`src/rtl/mul4_eval_pkg.sv`:
```
// Shared types and constants for the mul4 fitness evaluator.
package mul4_eval_pkg;

  localparam int          PROD_W       = 64;
  localparam logic [31:0] LFSR_POLY    = 32'h8020_0003;
  localparam logic [31:0] DEFAULT_SEED = 32'hACE1_2468;

  typedef enum logic [2:0] {
    S_IDLE,
    S_GEN_A,
    S_GEN_B,
    S_MUL,
    S_CMP,
    S_DONE
  } eval_state_t;

  // Operand pair as presented to the candidate: A = {a1,a0}, B = {b1,b0}
  typedef struct packed {
    logic [15:0] a1;
    logic [15:0] a0;
    logic [15:0] b1;
    logic [15:0] b0;
  } operand_t;

  // One step of the right-shifting Galois LFSR
  function automatic logic [31:0] lfsr_step(input logic [31:0] s);
    return (s >> 1) ^ (s[0] ? LFSR_POLY : 32'h0);
  endfunction

  // Number of set bits in a product-width word (0..64)
  function automatic logic [6:0] popcount64(input logic [PROD_W-1:0] v);
    logic [6:0] c;
    c = '0;
    for (int i = 0; i < PROD_W; i++) c = c + 7'(v[i]);
    return c;
  endfunction

endpackage

```
`src/rtl/mul32_seq.sv`:
```
// 32x32 -> 64 shift-add multiplier, one multiplier bit per step, LSB first.
module mul32_seq (
  input  logic        clk,
  input  logic        rst_n,
  input  logic        load,
  input  logic [31:0] a,
  input  logic [31:0] b,
  input  logic        step,
  output logic [63:0] prod,
  output logic        last
);

  logic [63:0] mcand_q;
  logic [63:0] acc_q;
  logic [31:0] mplier_q;
  logic [4:0]  cnt_q;

  // Load clears the accumulator; each step conditionally adds the shifted multiplicand
  always_ff @(posedge clk or negedge rst_n) begin
    if (!rst_n) begin
      mcand_q  <= '0;
      acc_q    <= '0;
      mplier_q <= '0;
      cnt_q    <= '0;
    end else if (load) begin
      mcand_q  <= {32'h0, a};
      mplier_q <= b;
      acc_q    <= '0;
      cnt_q    <= '0;
    end else if (step) begin
      if (mplier_q[0]) acc_q <= acc_q + mcand_q;
      mcand_q  <= mcand_q << 1;
      mplier_q <= mplier_q >> 1;
      cnt_q    <= cnt_q + 5'd1;
    end
  end

  // last marks the step that retires the 32nd multiplier bit
  assign last = step && (cnt_q == 5'd31);
  assign prod = acc_q;

endmodule

```
`src/rtl/mul4_fitness_eval.sv`:
```
// Drives LFSR operand pairs into a mul4 candidate and scores its products
// against an internal sequential golden multiplier.
module mul4_fitness_eval
  import mul4_eval_pkg::*;
#(
  parameter int unsigned N_VECTORS = 256,
  parameter logic [31:0] SEED      = DEFAULT_SEED
) (
  input  logic        clk,
  input  logic        rst_n,
  input  logic        start,
  output logic        busy,
  output logic        done,
  output logic [15:0] score,
  output logic [31:0] bit_err,
  output logic [15:0] a1,
  output logic [15:0] a0,
  output logic [15:0] b1,
  output logic [15:0] b0,
  input  logic [15:0] y3,
  input  logic [15:0] y2,
  input  logic [15:0] y1,
  input  logic [15:0] y0
);

  // An all-zero seed would lock the LFSR
  localparam logic [31:0] SEED_EFF = (SEED == 32'h0) ? 32'h1 : SEED;
  localparam logic [15:0] N_LAST   = 16'(N_VECTORS);

  eval_state_t       state_q, state_d;
  logic [31:0]       lfsr_q;
  operand_t          ops_q;
  logic [15:0]       score_q;
  logic [31:0]       bit_err_q;
  logic [15:0]       vcnt_q;
  logic [15:0]       vcnt_inc;

  logic              run_init, ld_a, ld_b, mul_step, cmp_en, mul_last;
  logic [PROD_W-1:0] golden, diff;
  logic [6:0]        diff_pop;
  logic [32:0]       err_sum;

  // Golden product; B is taken straight from the LFSR on the GEN_B edge
  mul32_seq u_mul (
    .clk   (clk),
    .rst_n (rst_n),
    .load  (ld_b),
    .a     ({ops_q.a1, ops_q.a0}),
    .b     (lfsr_q),
    .step  (mul_step),
    .prod  (golden),
    .last  (mul_last)
  );

  assign diff     = golden ^ {y3, y2, y1, y0};
  assign diff_pop = popcount64(diff);
  assign err_sum  = {1'b0, bit_err_q} + 33'(diff_pop);
  assign vcnt_inc = vcnt_q + 16'd1;

  // State register
  always_ff @(posedge clk or negedge rst_n) begin
    if (!rst_n) state_q <= S_IDLE;
    else        state_q <= state_d;
  end

  // Next-state logic
  always_comb begin
    state_d = state_q;
    case (state_q)
      S_IDLE:  if (start) state_d = S_GEN_A;
      S_GEN_A: state_d = S_GEN_B;
      S_GEN_B: state_d = S_MUL;
      S_MUL:   if (mul_last) state_d = S_CMP;
      S_CMP:   state_d = (vcnt_inc == N_LAST) ? S_DONE : S_GEN_A;
      S_DONE:  state_d = S_IDLE;
      default: state_d = S_IDLE;
    endcase
  end

  // State-decoded strobes and status outputs
  always_comb begin
    run_init = (state_q == S_IDLE) && start;
    ld_a     = (state_q == S_GEN_A);
    ld_b     = (state_q == S_GEN_B);
    mul_step = (state_q == S_MUL);
    cmp_en   = (state_q == S_CMP);
    busy     = (state_q != S_IDLE) && (state_q != S_DONE);
    done     = (state_q == S_DONE);
  end

  // LFSR, operand registers and run accumulators
  always_ff @(posedge clk or negedge rst_n) begin
    if (!rst_n) begin
      lfsr_q    <= SEED_EFF;
      ops_q     <= '0;
      score_q   <= '0;
      bit_err_q <= '0;
      vcnt_q    <= '0;
    end else begin
      if (run_init) begin
        lfsr_q    <= SEED_EFF;
        score_q   <= '0;
        bit_err_q <= '0;
        vcnt_q    <= '0;
      end
      if (ld_a) begin
        {ops_q.a1, ops_q.a0} <= lfsr_q;
        lfsr_q               <= lfsr_step(lfsr_q);
      end
      if (ld_b) begin
        {ops_q.b1, ops_q.b0} <= lfsr_q;
        lfsr_q               <= lfsr_step(lfsr_q);
      end
      if (cmp_en) begin
        if (diff == '0) score_q <= score_q + 16'd1;
        bit_err_q <= err_sum[32] ? 32'hFFFF_FFFF : err_sum[31:0];
        vcnt_q    <= vcnt_inc;
      end
    end
  end

  assign a1      = ops_q.a1;
  assign a0      = ops_q.a0;
  assign b1      = ops_q.b1;
  assign b0      = ops_q.b0;
  assign score   = score_q;
  assign bit_err = bit_err_q;

endmodule

```
`config.mk`:
```
export PLATFORM = sky130hd
export DESIGN_NAME = mul4_fitness_eval
export DESIGN_NICKNAME = d
export VERILOG_FILES = /design/src/rtl/mul4_eval_pkg.sv /design/src/rtl/mul32_seq.sv /design/src/rtl/mul4_fitness_eval.sv
export SDC_FILE = /design/constraint.sdc
export NUM_CORES = 1
export LEC_CHECK = 0
export CAP_MARGIN = 20
export CORE_ASPECT_RATIO = 0.5
export CORE_UTILIZATION = 53
export DETAILED_ROUTE_END_ITERATION = 8
export GPL_TIMING_DRIVEN = 0
export PLACE_DENSITY = 0.77
export SLEW_MARGIN = 40
export SYNTH_ARGS = -nofsm -noshare
export SYNTH_HDL_FRONTEND = slang
export SYNTH_SLANG_ARGS = --single-unit
```
`constraint.sdc`:
```
create_clock -name clk -period 7 [get_ports clk]
set_clock_uncertainty 0.05 [all_clocks]
set_input_delay 1.75 -clock clk [delete_from_list [all_inputs] [get_ports clk]]
set_output_delay 1.75 -clock clk [all_outputs]
set_load 0.02 [all_outputs]
```
Fig. 1: run 1, cell classes on the final placement
Drawn at 2 px/um. Fill, decap, tap and diode cells in gray.
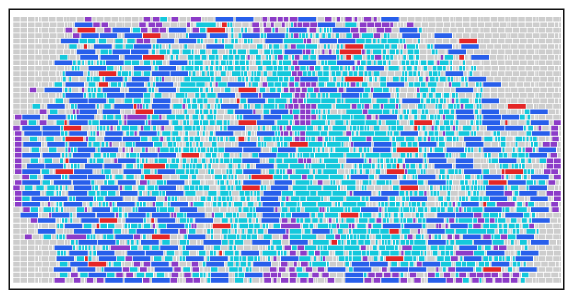
[cyan] combinational and other logic | cells: 1,654 | share of their area: 49%
[red] clock drivers and dummy loads | cells: 56 | share of their area: 4.3%
[purple] other buffers and delay cells | cells: 373 | share of their area: 12%
[blue] flops | cells: 328 | share of their area: 34%
final design utilization: 0.677
number of core rows: 49
Core Region: 36,500 sq um
fraction of area in registers: 0.332

Fig. 2: run 1, gate-type map
Drawn at 2 px/um.
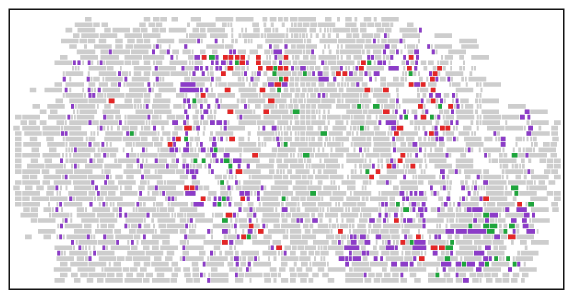
[purple] inverting AOI/OAI gates | cells: 423 | most used: o21ai_0 | where: spread over the die
[green] AND and OR gates | cells: 58 | most used: and3_1
[red] AND-OR and OR-AND gates | cells: 80 | most used: a21o_1
share of the final layout cell area in multi-input gates: 0.468
commonest non-fill, non-tap cell in the layout: sky130_fd_sc_hd__dfrtp_1
number of cells in the finished layout apart from fillers: 2,895

==> summary.txt, run 1 <==
Summary of the current implementation state.

- The final layout report lists a non-clock inverter count of ~96.
- The final route contains approximately 17,000 vias.
- The slowest cell on the critical path is sky130_fd_sc_hd__fa_1, for reference.
- The checks that failed: setup timing.
- The later pin in the worst-skew pair is clocked with a latency of roughly 0.6 ns.
- The top-area cell type share of the netlist area is 0.395, for reference.
- Looking at the max-slew report, the worst-margin pin has a slew of 0.918 ns.
- The synthesis-stage register bit count is roughly 330, for reference.
- The fraction of the cycle the final worst path needs is 1.22, for reference.
- The post-synthesis instance area is roughly 20,000 sq um, for reference.
- The total global routing overflow is 0, for reference.
- The number of nets in the finished design is roughly 2,600, for reference.
- The number of slew-limit violations in the final report is 0, for reference.
- The sequential cell area in the final layout is about 8200 sq um, for reference.
- During I/O placement, the number of pins put on the boundary was ~180.
- The synthesized instance count is roughly 2,100.
- The number of resized instances in the post-cts repair step is around 180, for reference.
- STA lists the endpoint of the worst register-to-register path as bit_err[29].
- The largest stage delay on the critical path is approximately 0.54 ns, for reference.
- For this run, asynchronously set or reset flops after synthesis account for 1.00.
- The mean instance size in the synthesized netlist is around 9.6 sq um, for reference.
- The initial antenna violation count came to 0.
- TritonCTS built the clock tree.
- For this run, the script counts the antenna cells in the layout as 0.
- The total area of multi-input combinational cells is ~12,000 sq um, for reference.
- The main area contributors are sky130_fd_sc_hd__dfrtp_1, sky130_fd_sc_hd__ha_1, sky130_fd_sc_hd__nand2_1, sky130_fd_sc_hd__fa_1, sky130_fd_sc_hd__o21ai_0.
- OpenROAD emitted warnings numbering 30.
- The end-of-flow timing check tallies setup violations at 32.
- Hold-check failures listed in the final report amount to 0.
- Per STA, the startpoint of the critical path is y1[14].
- Setup repair after global routing could not meet its margin everywhere.
- The first-pass iteration count of the detailed router is 6, for reference.
- The number of DRC violations after detailed routing is 0, for reference.
- The yosys stat cell total is 2,087, for reference.
- In this run the worst setup path terminates at bit_err[29].
- The critical path maximum fanout is 5.
- By count the netlist is led by sky130_fd_sc_hd__nand2_1, sky130_fd_sc_hd__dfrtp_1, sky130_fd_sc_hd__o21ai_0.
- The run finished, with violations left.
- The cell type group with the largest total delay on the critical path is adder cells, for reference.
- The detail route stage leaves a number of antenna-violating nets equal to 0.
- The minimum setup slack in the final design is -1.51 ns, for reference.
- The die outline area is between 30,000 and 40,000 sq um, for reference.
- The CTS sink count is 328, for reference.
- The cell group occupying the most layout area is logic gates, for reference.
- The report gives the cell count of the worst hold path as 1.
- The detailed router's first-iteration violation count is between 1,500 and 2,000, for reference.
- The number of enable-type register cells in the synthesized netlist is 0, for reference.
- The clock buffer count in the final layout is 36, for reference.
- The count of buffers added by post-CTS timing repair for setup is about 76, for reference.
- Per the cell usage report, the commonest logic cells after layout are sky130_fd_sc_hd__dfrtp_1, sky130_fd_sc_hd__nand2_1, sky130_fd_sc_hd__o21ai_0, sky130_fd_sc_hd__clkdlybuf4s50_1, sky130_fd_sc_hd__ha_1.
- In the placement report, post-DP HPWL is listed as just over 40 mm.
Fig. 3: run 1, routing congestion
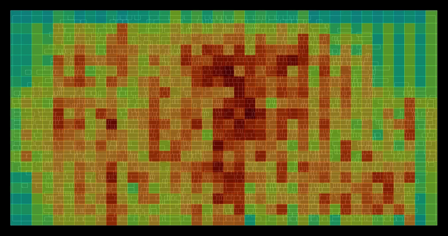
met1 GRT Util: 0.427
per-cell routed wire length: 20.0 um
met2 track demand over resource: 0.465
busiest layer in global routing: met2
GRT Resource Usage Total: 0.300

Fig. 4: run 1, cell sizes after repair
Drawn at 2 px/um.
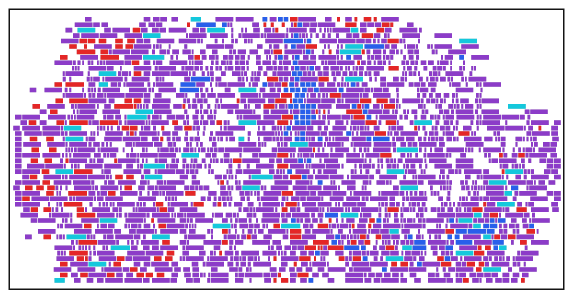
[blue] _3 and _4 cells | cells: 105 | share: 4.4%
[cyan] _6 and larger | cells: 54 | share: 2.2%
[purple] _0 and _1 cells | cells: 2,043 | share: 85%
[red] _2 cells | cells: 209 | share: 8.7%
final design instance area without fill: 24,700 sq um
non-clock buffer count: 373
area overhead of the layout relative to synthesis: 23.8%

[run 1: per-stage QoR]
step	instances	hold slack [ns]
final	2895	0.430
after global routing	2895	0.450
after CTS	2890	0.435
after detailed placement	2756	0.421
after global placement	2751	0.407
after floorplan	2087	0.395
[run 1: cells by family after synthesis]
kind of cell             synth area share
AND/OR/NAND/NOR                     0.150
AND-OR/OR-AND                       0.155
flip-flops                          0.412
buffers and inverters              0.0381
adder cells (fa/ha/maj)             0.117
XOR/XNOR                           0.0583
multiplexers                       0.0702
[run 1: layer usage]
layer / wire (um) / global-route usage
met4: 2360 / 0.116
met2: 25800 / 0.465
met5: 0 / 0
met3: 3990 / 0.0470
met1: 25700 / 0.427
--- run 2 (diff from run 1) ---
clock period = 7.61 ns   (was 7 ns; I/O delays follow)
Fig. 5: run 2, cell sizes after repair
Drawn at 2 px/um.
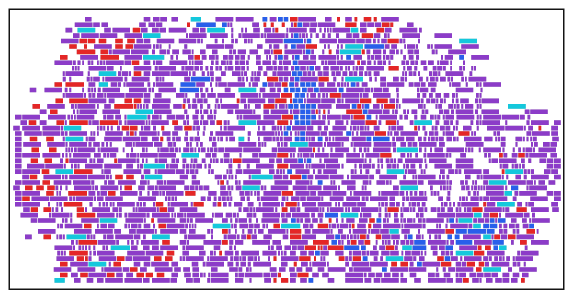
[blue] _3 and _4 cells | cells: 105 | share: 4.4%
[red] _2 cells | cells: 209 | share: 8.7%
[purple] _0 and _1 cells | cells: 2,043 | share: 85%
[cyan] _6 and larger | cells: 54 | share: 2.2%
setup slack after layout: -1.06 ns

==> summary.txt, run 2 <==
Summary of the current implementation state.

- Per the timing report, the achievable frequency comes out to roughly 0.12 GHz.
- The share of the core area taken by cells at floorplan is 0.547.
- Registers take between 8000 and 9000 sq um.
- The synthesis-stage register bit count is 328, for reference.
- Along the critical path, the tally of buffer and inverter instances is 9.
- The checks that failed: setup timing.
- The global-route met2 utilization is 0.465, for reference.
- The top-area cell type share of the netlist area is 0.395, for reference.
- The top layer reached by signal wires is met4, for reference.
- The most used logic cell in the final layout is sky130_fd_sc_hd__dfrtp_1, for reference.
- sky130_fd_sc_hd__nand2_1 is the most common cell in the netlist.
- In the detailed route, the total length drawn on met2 is around 26 mm.
- The first-pass iteration count of the detailed router is 6, for reference.
- The number of warnings in the stage logs is 30, for reference.
- The end point of the critical path is bit_err[29], for reference.
- The slew at the pin with the worst max-slew slack is 0.918 ns, for reference.
- The layout overhead on the synthesized area is 23.8%, for reference.
- The number of nets in the finished design is about 2,600, for reference.
- For reference, the top cells by area after synthesis are sky130_fd_sc_hd__dfrtp_1, sky130_fd_sc_hd__ha_1, sky130_fd_sc_hd__nand2_1, sky130_fd_sc_hd__fa_1, sky130_fd_sc_hd__o21ai_0.
- On the final layout, the worst hold slack is around 0.43 ns.
- The post-place instance area is 22,600 sq um, for reference.
- The endpoint identified for the worst register-to-register timing path is bit_err[29].
- The clock reaches the later pin of the worst-skew pair after around 0.6 ns.
- The met1 track demand over resource in global routing is 0.427, for reference.
- The CTS sink count is about 330, for reference.
- The detail-routed via count per cell is roughly 6.0, for reference.
- The tree is rooted in a sky130_fd_sc_hd__clkbuf_16.
- The flow ran to the end, but the final reports show violations.
- The via count of the first global-routing pass is ~17,000, for reference.
- The detailed placer's ending HPWL is around 41 mm, for reference.
- The number of clock buffers added by TritonCTS is 30.
- The library cells used most frequently in the layout, excluding fill and tap cells, are sky130_fd_sc_hd__dfrtp_1, sky130_fd_sc_hd__nand2_1, sky130_fd_sc_hd__o21ai_0, sky130_fd_sc_hd__clkdlybuf4s50_1, sky130_fd_sc_hd__ha_1.
- The commonest cells after synthesis are sky130_fd_sc_hd__nand2_1, sky130_fd_sc_hd__dfrtp_1, sky130_fd_sc_hd__o21ai_0.
- The final routed wire length divided by cell count is approximately 20 um, for reference.
- After filler insertion, the fill cell instance count of the layout stands at ~2,800.
- The total area of multi-input combinational cells is roughly 12,000 sq um, for reference.
- Counting flops with a built-in enable in the synthesized netlist gives 0.
- Looking at the global route congestion table, the highest-usage layer is met2.
- In this run the count of I/O pins placed on the die edge is approximately 180.
- The slowest cell on the critical path is sky130_fd_sc_hd__fa_1, for reference.
- For this run, the slowest stage of the critical path takes roughly 0.54 ns.
- The proportion of synthesized flip-flops having asynchronous set or reset is 1.00, for reference.
- The number of DRC violations after detailed routing is 0, for reference.
- Nets still carrying antenna violations after routing amount to 0.
- The total global routing track utilization is 0.300, for reference.
- The overall via count from detail_route is ~17,000, for reference.
- In the per-layer summary, the met1 wirelength comes to ~26 mm.
- The total global routing overflow is 0, for reference.
- Per the detail_route log, met3 wirelength is approximately 4.0 mm.
- Hold analysis shows the worst path with a depth of 1.
- The initial antenna violation count is 0, for reference.
- The minimum setup slack in the final design is -1.06 ns, for reference.
- Endpoints failing hold in the final report were tallied at 0.
- Of the available clock period, the critical path in the final layout requires 1.14.
- The placed instance count is 2,756, for reference.
- After floorplanning, the core was divided into between 40 and 50 placement rows.
- Setup repair after global routing could not meet its margin everywhere.
- In the post-route report, total wirelength is listed as ~58 mm.
- The number of antenna diodes is 0, for reference.
- The violation tally recorded at the end of detailed-routing iteration 0 is 1,523.
- Among cell families on the critical path, the largest total delay comes from adder cells.
- Dividing the synthesized area by the synthesized cell count gives between 9 and 10 sq um.
- The report lists the number of cells resized after CTS as between 150 and 200.
- Max fanout on the critical path was recorded as 5.
- The non-filler instance count after layout is 2,895, for reference.
- The required time at the worst-slack endpoint is between 8 and 9 ns, for reference.
- The launch point of the critical path is y1[14], for reference.
- The yosys stat cell total is around 2,100, for reference.
- The post-layout instance area is approximately 25,000 sq um, for reference.
- The core region area is between 30,000 and 40,000 sq um, for reference.
- The end-of-flow timing check tallies setup violations at 32.
- Counting stages on the worst path, the most repeated cell is sky130_fd_sc_hd__fa_1.
- The max-capacitance violation count is 0, for reference.
- The number of slew-limit violations in the final report is 0, for reference.
- In this run the post-CTS setup repair buffer count came out at 76.
- The CTS tree is yes, for reference.
- The floorplan step defined a die boundary enclosing between 30,000 and 40,000 sq um.
- The number of instances in the synthesized netlist is around 2,100, for reference.
- The post-place setup slack is -2.17 ns, for reference.
- For this run, the share of the core covered by cells in the final layout is 0.677.
- The post-synthesis instance area is around 20,000 sq um, for reference.
Fig. 6: run 2, routing congestion
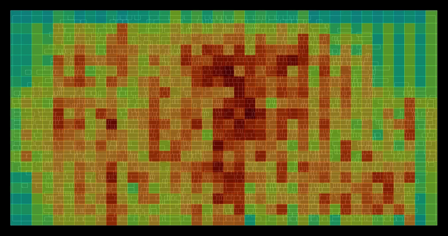
GRT met3 Usage: 0.0470

[run 2: cell counts in the layout (fill, tap and decap cells not counted)]
No cell type changed its count.
[run 2: layout make-up]
| class | count | share of cell area |
|---|---|---|
| multi-input combinational | 1558 | 0.468 |
| sequential | 328 | 0.332 |
| timing repair buffer | 268 | 0.101 |
| clock buffer | 36 | 0.0321 |
| tap | 484 | 0.0245 |
| buffer | 105 | 0.0181 |
| inverter | 96 | 0.0146 |
| clock inverter | 20 | 0.00971 |
[run 2: cell families after synthesis]
group	after synthesis	share of synthesized area
DFF	328	0.412
and+or+nand+nor	638	0.150
AOI/OAI and AO/OA	503	0.155
muxes	132	0.0702
buffers and inverters	201	0.0381
xor gates and xnor gates	133	0.0583
adders and majority gates	152	0.117
